### src/rtl/fft_stage_sequencer.sv
// Address/strobe sequencer for an in-place radix-2 DIT FFT over a dual-port RAM: one RD cycle then one WR cycle per butterfly.
// Optional macro FFT_SEQ_INVERSE_EN adds i_inverse / o_tw_conj for inverse transforms.
module fft_stage_sequencer #(
  parameter int LOG2N  = 3,
  parameter int RD_LAT = 1
) (
  input  logic             i_clk,
  input  logic             i_rst_n,
  input  logic             i_start,
`ifdef FFT_SEQ_INVERSE_EN
  input  logic             i_inverse,
  output logic             o_tw_conj,
`endif
  output logic             o_busy,
  output logic             o_done,
  output logic [LOG2N-1:0] o_stage,
  output logic             o_rd_en,
  output logic [LOG2N-1:0] o_rd_addr_a,
  output logic [LOG2N-1:0] o_rd_addr_b,
  output logic [LOG2N-2:0] o_tw_addr,
  output logic             o_wr_en,
  output logic [LOG2N-1:0] o_wr_addr_a,
  output logic [LOG2N-1:0] o_wr_addr_b
);

  generate
    if (RD_LAT != 1) begin : g_rd_lat_check
      $error("fft_stage_sequencer: RD_LAT must be 1 in this revision");
    end
    if (LOG2N < 2 || LOG2N > 12) begin : g_log2n_check
      $error("fft_stage_sequencer: LOG2N must be in 2..12");
    end
  endgenerate

  localparam logic [LOG2N-2:0] BFLY_LAST  = '1;
  localparam logic [LOG2N-1:0] STAGE_LAST = LOG2N'(LOG2N - 1);

  typedef enum logic [1:0] {
    S_IDLE,
    S_RD,
    S_WR,
    S_DONE
  } state_e;

  state_e           state_q, state_d;
  logic [LOG2N-1:0] stage_q, stage_d;
  logic [LOG2N-2:0] bfly_q, bfly_d;
  logic             busy_q, busy_d;
  logic             done_q, done_d;
  logic             rd_en_q, rd_en_d;
  logic             wr_en_q, wr_en_d;
  logic [LOG2N-1:0] rd_addr_a_q, rd_addr_a_d;
  logic [LOG2N-1:0] rd_addr_b_q, rd_addr_b_d;
  logic [LOG2N-2:0] tw_addr_q, tw_addr_d;
  logic [LOG2N-1:0] wr_addr_a_q, wr_addr_a_d;
  logic [LOG2N-1:0] wr_addr_b_q, wr_addr_b_d;
`ifdef FFT_SEQ_INVERSE_EN
  logic             inv_q, inv_d;
  logic             tw_conj_q, tw_conj_d;
`endif

  // Butterfly b of stage s: the lower s bits of b pick the position inside a group,
  // the remaining bits pick the group, which is 2^(s+1) samples wide.
  function automatic logic [LOG2N-1:0] bfly_addr_a(input logic [LOG2N-1:0] s,
                                                   input logic [LOG2N-2:0] b);
    logic [LOG2N-1:0] bx;
    logic [LOG2N-1:0] mask;
    bx   = {1'b0, b};
    mask = (LOG2N'(1) << s) - LOG2N'(1);
    return ((bx >> s) << (s + LOG2N'(1))) | (bx & mask);
  endfunction

  function automatic logic [LOG2N-2:0] bfly_tw(input logic [LOG2N-1:0] s,
                                               input logic [LOG2N-2:0] b);
    logic [LOG2N-1:0] bx;
    logic [LOG2N-1:0] mask;
    bx   = {1'b0, b};
    mask = (LOG2N'(1) << s) - LOG2N'(1);
    return (LOG2N-1)'((bx & mask) << (LOG2N'(LOG2N - 1) - s));
  endfunction

  always_comb begin
    state_d = state_q;
    stage_d = stage_q;
    bfly_d  = bfly_q;
`ifdef FFT_SEQ_INVERSE_EN
    inv_d   = inv_q;
`endif

    case (state_q)
      S_IDLE: begin
        if (i_start) begin
          state_d = S_RD;
          stage_d = '0;
          bfly_d  = '0;
`ifdef FFT_SEQ_INVERSE_EN
          inv_d   = i_inverse;
`endif
        end
      end
      S_RD: state_d = S_WR;
      S_WR: begin
        if (stage_q == STAGE_LAST && bfly_q == BFLY_LAST) begin
          state_d = S_DONE;
        end else begin
          state_d = S_RD;
          if (bfly_q == BFLY_LAST) begin
            bfly_d  = '0;
            stage_d = stage_q + LOG2N'(1);
          end else begin
            bfly_d  = bfly_q + (LOG2N-1)'(1);
          end
        end
      end
      S_DONE:  state_d = S_IDLE;
      default: state_d = S_IDLE;
    endcase

    // Outputs are registered copies of what the next state needs, so nothing
    // combinational reaches a port.
    rd_en_d = (state_d == S_RD);
    wr_en_d = (state_d == S_WR);
    busy_d  = rd_en_d | wr_en_d;
    done_d  = (state_d == S_DONE);

    rd_addr_a_d = rd_addr_a_q;
    rd_addr_b_d = rd_addr_b_q;
    tw_addr_d   = tw_addr_q;
    if (state_d == S_RD) begin
      rd_addr_a_d = bfly_addr_a(stage_d, bfly_d);
      rd_addr_b_d = bfly_addr_a(stage_d, bfly_d) + (LOG2N'(1) << stage_d);
      tw_addr_d   = bfly_tw(stage_d, bfly_d);
    end

    wr_addr_a_d = wr_addr_a_q;
    wr_addr_b_d = wr_addr_b_q;
    if (state_d == S_WR) begin
      wr_addr_a_d = rd_addr_a_q;
      wr_addr_b_d = rd_addr_b_q;
    end

`ifdef FFT_SEQ_INVERSE_EN
    tw_conj_d = wr_en_d & inv_q;
`endif
  end

  always_ff @(posedge i_clk or negedge i_rst_n) begin
    if (!i_rst_n) begin
      state_q     <= S_IDLE;
      stage_q     <= '0;
      bfly_q      <= '0;
      busy_q      <= 1'b0;
      done_q      <= 1'b0;
      rd_en_q     <= 1'b0;
      wr_en_q     <= 1'b0;
      rd_addr_a_q <= '0;
      rd_addr_b_q <= '0;
      tw_addr_q   <= '0;
      wr_addr_a_q <= '0;
      wr_addr_b_q <= '0;
`ifdef FFT_SEQ_INVERSE_EN
      inv_q       <= 1'b0;
      tw_conj_q   <= 1'b0;
`endif
    end else begin
      state_q     <= state_d;
      stage_q     <= stage_d;
      bfly_q      <= bfly_d;
      busy_q      <= busy_d;
      done_q      <= done_d;
      rd_en_q     <= rd_en_d;
      wr_en_q     <= wr_en_d;
      rd_addr_a_q <= rd_addr_a_d;
      rd_addr_b_q <= rd_addr_b_d;
      tw_addr_q   <= tw_addr_d;
      wr_addr_a_q <= wr_addr_a_d;
      wr_addr_b_q <= wr_addr_b_d;
`ifdef FFT_SEQ_INVERSE_EN
      inv_q       <= inv_d;
      tw_conj_q   <= tw_conj_d;
`endif
    end
  end

  assign o_busy      = busy_q;
  assign o_done      = done_q;
  assign o_stage     = stage_q;
  assign o_rd_en     = rd_en_q;
  assign o_rd_addr_a = rd_addr_a_q;
  assign o_rd_addr_b = rd_addr_b_q;
  assign o_tw_addr   = tw_addr_q;
  assign o_wr_en     = wr_en_q;
  assign o_wr_addr_a = wr_addr_a_q;
  assign o_wr_addr_b = wr_addr_b_q;
`ifdef FFT_SEQ_INVERSE_EN
  assign o_tw_conj   = tw_conj_q;
`endif

endmodule

### config.mk
export PLATFORM = sky130hd
export DESIGN_NAME = fft_stage_sequencer
export DESIGN_NICKNAME = d
export VERILOG_FILES = /design/src/rtl/fft_stage_sequencer.sv
export SDC_FILE = /design/constraint.sdc
export NUM_CORES = 1
export LEC_CHECK = 0
export CORE_MARGIN = 5
export CORE_UTILIZATION = 55
export CTS_CLUSTER_DIAMETER = 200
export DETAILED_ROUTE_END_ITERATION = 16
export PLACE_DENSITY = 0.83
export RECOVER_POWER = 25
export SYNTH_ARGS = -nofsm -noshare
export SYNTH_HDL_FRONTEND = slang
export SYNTH_SLANG_ARGS = --single-unit
### constraint.sdc
create_clock -name i_clk -period 6.59 [get_ports i_clk]
set_input_delay 0.9885 -clock i_clk [delete_from_list [all_inputs] [get_ports i_clk]]
set_output_delay 0.9885 -clock i_clk [all_outputs]
set_load 0.01 [all_outputs]
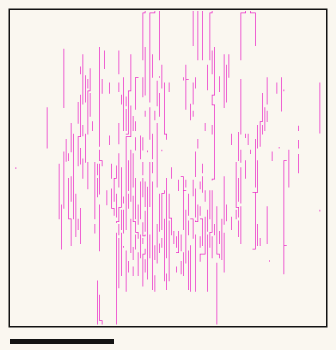
met2.png
The bar under the picture is 20 um long.
longest straight run: 21.8 um
main direction: vertical
vias: 1095
grt met2 use: 26.6%
final WL: 2780 um

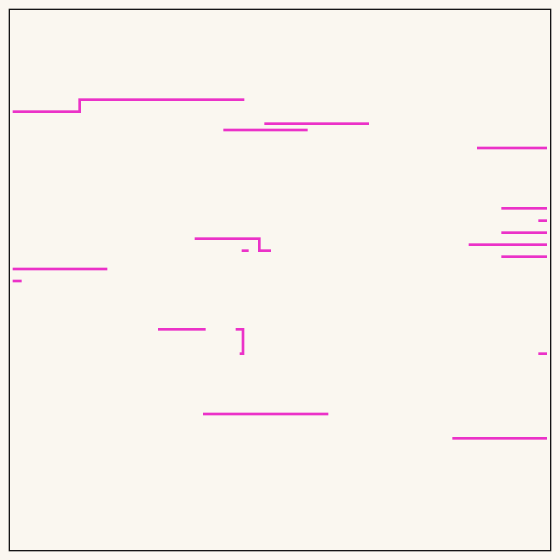
met3.png
longest straight run: 18.4 um
wire length on this layer: 134 um
main direction: horizontal
nets with wire on the layer: 17
share of all routed wire: 4.8%
global-route track usage on met3: 2.77%

-- final cells by class --
cell class                      count  area (um^2)
Multi-Input combinational cell    105          727
Clock inverter                      1         5.00
Sequential cell                    25          626
Inverter                            8         32.5
Tap cell                           30         37.5
Fill cell                         210          797
Clock buffer                        3         22.5
Timing Repair Buffer               23          230
-- cell families after synthesis --
family,after synthesis
adder cells (fa/ha/maj),10
XOR/XNOR,4
buffers and inverters,13
AND-OR/OR-AND,30
multiplexers,2
AND/OR/NAND/NOR,59
flip-flops,25
-- cells in the mapped netlist (all sizes together) (3+ instances only) --
cell,instances
nor3,3
a21oi,6
nor2,4
a21o,3
dfrtp,25
o21ai,4
nand2,34
o211ai,4
clkbuf,3
ha,9
nand3,3
xnor2,4
inv,8
nand2b,3
-- power groups by stage --
stage	sequential, W	clock (W)	combinational (W)
final	0.000247	0.0000666	0.000356
after global placement	0.000248	0	0.000353
after floorplan	0.000266	0	0.000214
after global routing	0.000255	0.0000756	0.000395
after detailed placement	0.000251	0	0.000361
after CTS	0.000247	0.0000687	0.000363
-- registers in the layout, summed over array words and instances, names as in the netlist --
register	flops
o_rd_addr_a	3
o_rd_addr_b	3
o_stage	3
o_wr_addr_a	3
o_wr_addr_b	3
bfly_q	2
o_tw_addr	2
state_q	2
o_busy	1
o_done	1
o_rd_en	1
o_wr_en	1
-- worst paths after layout --
check / to / slack, ns / cells past startpoint
setup / recovery: o_rd_addr_b[2] / 2.54 / 15
min in group asynchronous: state_q[0] / 1.31 / 1
max in group asynchronous: o_tw_addr[0] / 4.65 / 1
hold reg to reg: o_wr_addr_a[0] / 0.50 / 2
hold / removal: o_wr_addr_a[0] / 0.50 / 2
setup reg to reg: o_rd_addr_b[2] / 3.03 / 16
==> notes.md <==
Observations from the implementation run.

Power:
- The run gives the worst IR drop on VDD as 0.263 mV.
- The run puts the logic gate share of total power at 53.2%.
- The run puts the post-route total power at 0.000670 W.
- The run gives the static leakage as 0.790 nW.
- The script extracted a net switching power of between 0.0002 and 0.0003 W.
- The run puts the share of total power in the clock network at 9.9%.
- The run puts the portion of total power attributed to sequential cells at 36.9%.

Worst setup path:
- The worst setup path is of the primary input to flop kind.
- For reference, the critical path cell chain is dlygate4sd3_1, or3b_1, o211ai_4, and2_4, inv_4, ha_1, nand2b_1, a221oi_1, a21o_1, ha_1, inv_1, fa_1, xnor2_1, nand3_1, o211ai_1.
- The run puts the data arrival at the endpoint of the critical path at approximately 4.3 ns.
- The run puts the required time of the worst setup path at 6.83 ns.
- The cell family contributing the most delay on the critical path is simple AND/OR/NAND/NOR gates.
- For the worst reg-to-reg path, the startpoint reported by OpenROAD is o_stage[0].
- The run gives the beginning of the critical path as i_start.
- STA classifies the critical path endpoint as a flop.
- Per STA, the highest per-stage delay on the worst path measures between 0.5 and 0.6 ns.

Placed design:
- OpenSTA, run right after detailed placement, puts the worst setup slack at 2.30 ns.
- The run puts the total cell area at the placement stage at 1650 um^2.
- The run gives the placed instance count as 191.
- The run puts the half-perimeter wire length after placement at around 2200 um.

Logic synthesis:
- The synth_stat.txt file lists the number of cells as 143.
- The run puts the mapped cell area at 1420 um^2.
- Multiplexer cells account for between 1.5 and 2% of the synthesized area.
- The cell-mix breakdown from Yosys lists the adder-cell area share as under 10%.
- The run puts the post-synthesis average cell area at 9.90 um^2.
- The run gives the simple-gate share of the synthesized area as 20.7%.
- The run puts the area of the synthesized netlist per yosys stat at 1420 um^2.
- After synthesis, the largest area contributor takes up 44.2% of total cell area.
- The run puts the number of distinct library cells after synthesis at between 40 and 50.
- The run puts the xor and xnor area share after synthesis at 2.47%.
- The run puts the number of synthesized flops with an enable pin at 0.
- The run puts the fraction of the yosys area taken by sequential cells at 44.2%.
- The run gives the fraction of registers with async set or reset after synthesis as 100%.
- The run gives the post-synthesis net count as 156.

Routing:
- Summed over all nets, wire length on met3 after detailed routing comes to 133 um.
- The run puts the first-iteration detailed-routing DRC count at 53.
- TritonRoute output was used to compute an average wire per cell of 14.3 um.
- Signal routing reaches up to met4.
- In the per-layer summary, the met1 wirelength comes to between 1000 and 1500 um.
- The run gives the routed length on met2 as between 1000 and 1500 um.
- The run puts the via density per instance at 5.62.
- According to the report, the first pass of detailed routing completed in 4 iterations.

Worst hold path:
- STA reports the tightest min-delay check as being of type flop to flop.

Timing:
- The run gives the final worst clock skew as 0.00284 ns.
- Setup repair after global routing left no endpoint under its margin.
- The run gives the final critical delay including setup and external delays as 4.05 ns.
- The run puts the final tally of setup violations at 0.
- The run gives the final hold slack as approximately 0.50 ns.
- Static timing analysis puts the maximum clock frequency at 247 MHz.
- The run gives the setup TNS as 0 ns.
- The run puts the part of the cycle the worst path needs at 61.4%.
- The run puts the max-slew headroom at the worst pin at 28.4%.

CTS:
- The run puts the clock transition at the registers of the reported paths at 0.13 ns.
- The run gives the number of gates resized after CTS as 0.
- The run puts the clock insertion delay at the later pin of the skew report at 0.31 ns.
- CTS placed an instance of sky130_fd_sc_hd__clkbuf_4 at the clock tree root.
- The run gives the total clock sinks as 25.
- TritonCTS created 3 clock buffers.
- In this run the deepest clock path goes through 2 buffers.
- The run gives the maximum level of the CTS H-tree as 1.

Final layout:
- The run gives the filler-free cell count of the finished design as between 150 and 200.
- The run puts the final antenna diode count at 0.
- The run puts the layout-stage area growth over the synthesis result at 18.6%.
- For this run, the post-layout net count is 179.
- The run gives the cell area after layout as 1680 um^2.
- The top cell type in the final layout, fill and taps aside, is sky130_fd_sc_hd__nand2_1.

Job:
- The run gives the number of max-cap violations as 0.
- The run puts the total tool warning count at 31.

GRT:
- The run gives the remaining global-route overflow as 0.
- In the global route stage, met1 resource usage came out at 23.2%.
- The number of antenna violations at the first check in global routing is 0.
- The run puts the via count of the first global-routing pass at 987.
- Global route summary, busiest routing layer listed as met2.
- The run puts the first-pass GRT wire length at 4530 um.

Die:
- At the floorplan stage, the core utilization is reported as 57.2%.
- The run gives the row count as 18.
- The run gives the height of the die as between 60 and 70 um.
- The run gives the full die area as 3690 um^2.
- The run gives the width of the chip as 60.7 um.
- The run puts the placeable core area at 2480 um^2.

Outcome:
- The flow ran to the end, and the final reports show no timing, DRC or antenna violations.
Power and IR drop assume default switching activity.
